File: src/rtl/mem_arbiter.sv
// Three-way memory port arbiter: evict store > dcache load > icache load,
// with icache starvation override and tag-based routing of load answers.
module mem_arbiter #(
  parameter int IDX_W        = 13,
  parameter int TAG_W        = 4,
  parameter int STARVE_LIMIT = 4
) (
  input  logic             i_clk,
  input  logic             i_rst_n,
  input  logic             i_ev_req,
  input  logic [IDX_W-1:0] i_ev_idx,
  input  logic [63:0]      i_ev_blk,
  output logic             o_ev_ack,
  input  logic             i_dl_req,
  input  logic [IDX_W-1:0] i_dl_idx,
  output logic             o_dl_ack,
  output logic             o_dl_ans,
  output logic [63:0]      o_dl_ans_blk,
  input  logic             i_il_req,
  input  logic [IDX_W-1:0] i_il_idx,
  output logic             o_il_ack,
  output logic             o_il_ans,
  output logic [63:0]      o_il_ans_blk,
  output logic [1:0]       o_mem_qry_cmd,
  output logic [IDX_W-1:0] o_mem_qry_idx,
  output logic [63:0]      o_mem_qry_blk,
  input  logic [TAG_W-1:0] i_mem_ack,
  input  logic [TAG_W-1:0] i_mem_ans_tag,
  input  logic [63:0]      i_mem_ans_blk,
  output logic             o_busy
);

  localparam logic [1:0] MEM_CMD_NONE  = 2'd0;
  localparam logic [1:0] MEM_CMD_LOAD  = 2'd1;
  localparam logic [1:0] MEM_CMD_STORE = 2'd2;
  localparam int N_TAGS = 1 << TAG_W;
  localparam int CNT_W  = $clog2(STARVE_LIMIT + 1);
  localparam logic [CNT_W-1:0] CNT_MAX = CNT_W'(STARVE_LIMIT);

  typedef enum logic {S_IDLE, S_ISSUE} state_e;
  typedef enum logic [1:0] {REQ_NONE, REQ_EV, REQ_DL, REQ_IL} req_e;
  typedef enum logic [1:0] {OWN_NONE, OWN_DL, OWN_IL} owner_e;

  state_e           r_state;
  state_e           w_state_next;
  req_e             r_sel;
  req_e             w_grant;
  logic [1:0]       r_cmd;
  logic [IDX_W-1:0] r_idx;
  logic [63:0]      r_blk;
  logic [CNT_W-1:0] r_starve;
  logic [CNT_W-1:0] w_starve_next;
  logic             r_ev_ack;
  logic             r_dl_ack;
  logic             r_il_ack;
  owner_e           r_owner [N_TAGS];
  logic [IDX_W-1:0] w_grant_idx;
  logic             w_accept;
  logic             w_ack_cycle;
  logic             w_il_force;
  owner_e           w_ans_owner;

  assign w_accept    = (r_state == S_ISSUE) && (i_mem_ack != '0);
  assign w_ack_cycle = r_ev_ack | r_dl_ack | r_il_ack;
  assign w_il_force  = (r_starve == CNT_MAX) && i_il_req;

  // The ack-pulse cycle never grants: the acked requester still shows req high.
  always_comb begin
    w_state_next  = r_state;
    w_grant       = REQ_NONE;
    w_starve_next = r_starve;
    case (r_state)
      S_IDLE: begin
        if (!w_ack_cycle) begin
          if (w_il_force)    w_grant = REQ_IL;
          else if (i_ev_req) w_grant = REQ_EV;
          else if (i_dl_req) w_grant = REQ_DL;
          else if (i_il_req) w_grant = REQ_IL;
        end
        if (w_grant != REQ_NONE) w_state_next = S_ISSUE;
        if (w_grant == REQ_IL) w_starve_next = '0;
        else if (i_il_req && (r_starve != CNT_MAX)) w_starve_next = r_starve + 1'b1;
      end
      S_ISSUE: begin
        if (w_accept) w_state_next = S_IDLE;
      end
      default: w_state_next = S_IDLE;
    endcase
  end

  always_comb begin
    w_grant_idx = '0;
    case (w_grant)
      REQ_EV:  w_grant_idx = i_ev_idx;
      REQ_DL:  w_grant_idx = i_dl_idx;
      REQ_IL:  w_grant_idx = i_il_idx;
      default: w_grant_idx = '0;
    endcase
  end

  always_ff @(posedge i_clk or negedge i_rst_n) begin
    if (!i_rst_n) begin
      r_state  <= S_IDLE;
      r_sel    <= REQ_NONE;
      r_cmd    <= MEM_CMD_NONE;
      r_idx    <= '0;
      r_blk    <= '0;
      r_starve <= '0;
      r_ev_ack <= 1'b0;
      r_dl_ack <= 1'b0;
      r_il_ack <= 1'b0;
    end else begin
      r_state  <= w_state_next;
      r_starve <= w_starve_next;
      r_ev_ack <= w_accept && (r_sel == REQ_EV);
      r_dl_ack <= w_accept && (r_sel == REQ_DL);
      r_il_ack <= w_accept && (r_sel == REQ_IL);
      if (w_accept) begin
        r_sel <= REQ_NONE;
        r_cmd <= MEM_CMD_NONE;
        r_idx <= '0;
        r_blk <= '0;
      end else if (w_grant != REQ_NONE) begin
        r_sel <= w_grant;
        r_cmd <= (w_grant == REQ_EV) ? MEM_CMD_STORE : MEM_CMD_LOAD;
        r_idx <= w_grant_idx;
        r_blk <= (w_grant == REQ_EV) ? i_ev_blk : 64'd0;
      end
    end
  end

  // A new ownership write takes precedence over the clear from a same-tag answer.
  always_ff @(posedge i_clk or negedge i_rst_n) begin
    if (!i_rst_n) begin
      for (int i = 0; i < N_TAGS; i++) r_owner[i] <= OWN_NONE;
    end else begin
      for (int i = 0; i < N_TAGS; i++) begin
        if (w_accept && (r_cmd == MEM_CMD_LOAD) && (i_mem_ack == TAG_W'(i)))
          r_owner[i] <= (r_sel == REQ_DL) ? OWN_DL : OWN_IL;
        else if ((i_mem_ans_tag != '0) && (i_mem_ans_tag == TAG_W'(i)))
          r_owner[i] <= OWN_NONE;
      end
    end
  end

  assign w_ans_owner  = (i_mem_ans_tag != '0) ? r_owner[i_mem_ans_tag] : OWN_NONE;
  assign o_dl_ans     = (w_ans_owner == OWN_DL);
  assign o_il_ans     = (w_ans_owner == OWN_IL);
  assign o_dl_ans_blk = o_dl_ans ? i_mem_ans_blk : 64'd0;
  assign o_il_ans_blk = o_il_ans ? i_mem_ans_blk : 64'd0;

  assign o_ev_ack      = r_ev_ack;
  assign o_dl_ack      = r_dl_ack;
  assign o_il_ack      = r_il_ack;
  assign o_mem_qry_cmd = r_cmd;
  assign o_mem_qry_idx = r_idx;
  assign o_mem_qry_blk = r_blk;
  assign o_busy        = (r_state == S_ISSUE);

endmodule

File: config.mk
export PLATFORM = sky130hd
export DESIGN_NAME = mem_arbiter
export DESIGN_NICKNAME = d
export VERILOG_FILES = /design/src/rtl/mem_arbiter.sv
export SDC_FILE = /design/constraint.sdc
export NUM_CORES = 1
export LEC_CHECK = 0
export CORE_AREA = 2 2 153 155
export CTS_BUF_LIST = sky130_fd_sc_hd__clkbuf_4 sky130_fd_sc_hd__clkbuf_8
export CTS_CLUSTER_SIZE = 8
export DETAILED_ROUTE_END_ITERATION = 16
export DIE_AREA = 0 0 155 157
export GPL_ROUTABILITY_DRIVEN = 1
export PLACE_DENSITY = 0.72
export SETUP_SLACK_MARGIN = 0.02
export SYNTH_ARGS = -nofsm -noshare
export SYNTH_HDL_FRONTEND = slang
export SYNTH_SLANG_ARGS = --single-unit
File: constraint.sdc
create_clock -name i_clk -period 2.9 [get_ports i_clk]
set_input_delay 0.58 -clock i_clk [delete_from_list [all_inputs] [get_ports i_clk]]
set_output_delay 0.58 -clock i_clk [all_outputs]
set_load 0.02 [all_outputs]
==> results.sh <==
# yosys + openroad results
export IMPL_r2r_slack_ns=0.91
export IMPL_final_util_pct=58.7
export IMPL_cts_buffer_depth=2
export IMPL_cp_slowest_cell="mux4_2"
export IMPL_aoi_share_pct=31.4
export IMPL_cts_tree="built"
export IMPL_slew_headroom_pct=48.2
export IMPL_grt_max_degree=82
export IMPL_drt_initial_drc_count=693
export IMPL_sequentialPower_w=0.00271
export IMPL_path_delay_family="multiplexers"
export IMPL_setup_violations=119
export IMPL_worstReg2RegEnd="o_mem_qry_blk[2]"
export IMPL_status="finished with violations"
export IMPL_grt_first_pass_wirelength_um=46600
export IMPL_clk_pin_slew_ns=0.09
export IMPL_finClkSkew_ns=0.0195
export IMPL_max_freq_ghz=0.327
export IMPL_nClkBuffers=18
export IMPL_setup_ws_ns=-0.161
export IMPL_numCtsBuffers=17
export IMPL_top_area_share_pct=41.4
export IMPL_setup_worst_path_end_class="output pin"
export IMPL_gr_total_overflow=0
export IMPL_violations="negative setup slack"
export IMPL_grt_use_total_pct=25.0
export IMPL_async_flop_share_pct=100
export IMPL_final_instance_count_excl_fill=1406
export IMPL_grt_util_met1_pct=28.6
Fig. 1: clock network drawn from the DEF
(4 px per um)
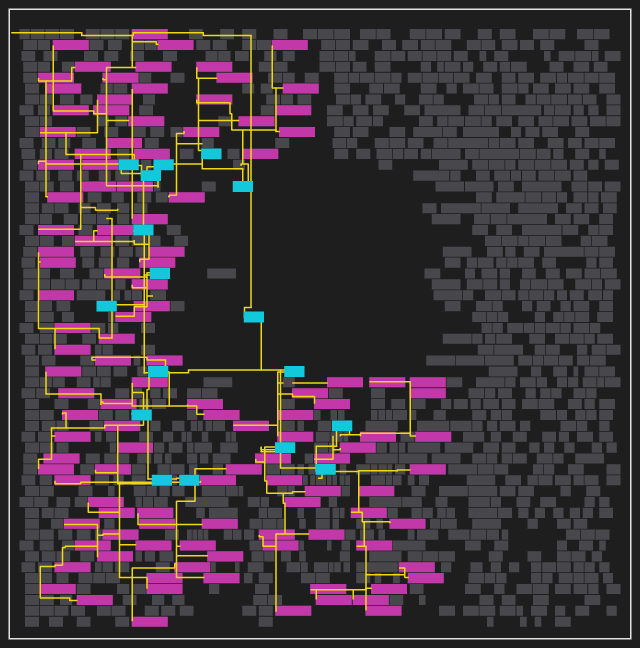
[clock drivers] cyan | count: 17
[flip-flops] magenta | count: 120
[clock wires] yellow | length: 1710 um
routed clock nets: 18

Fig. 2: met1 routing
(3 px per um) Cells faint in the background.
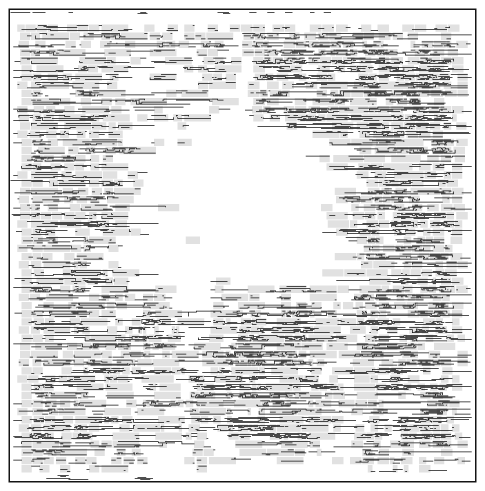
nets with wire on the layer: 1095
main direction: horizontal

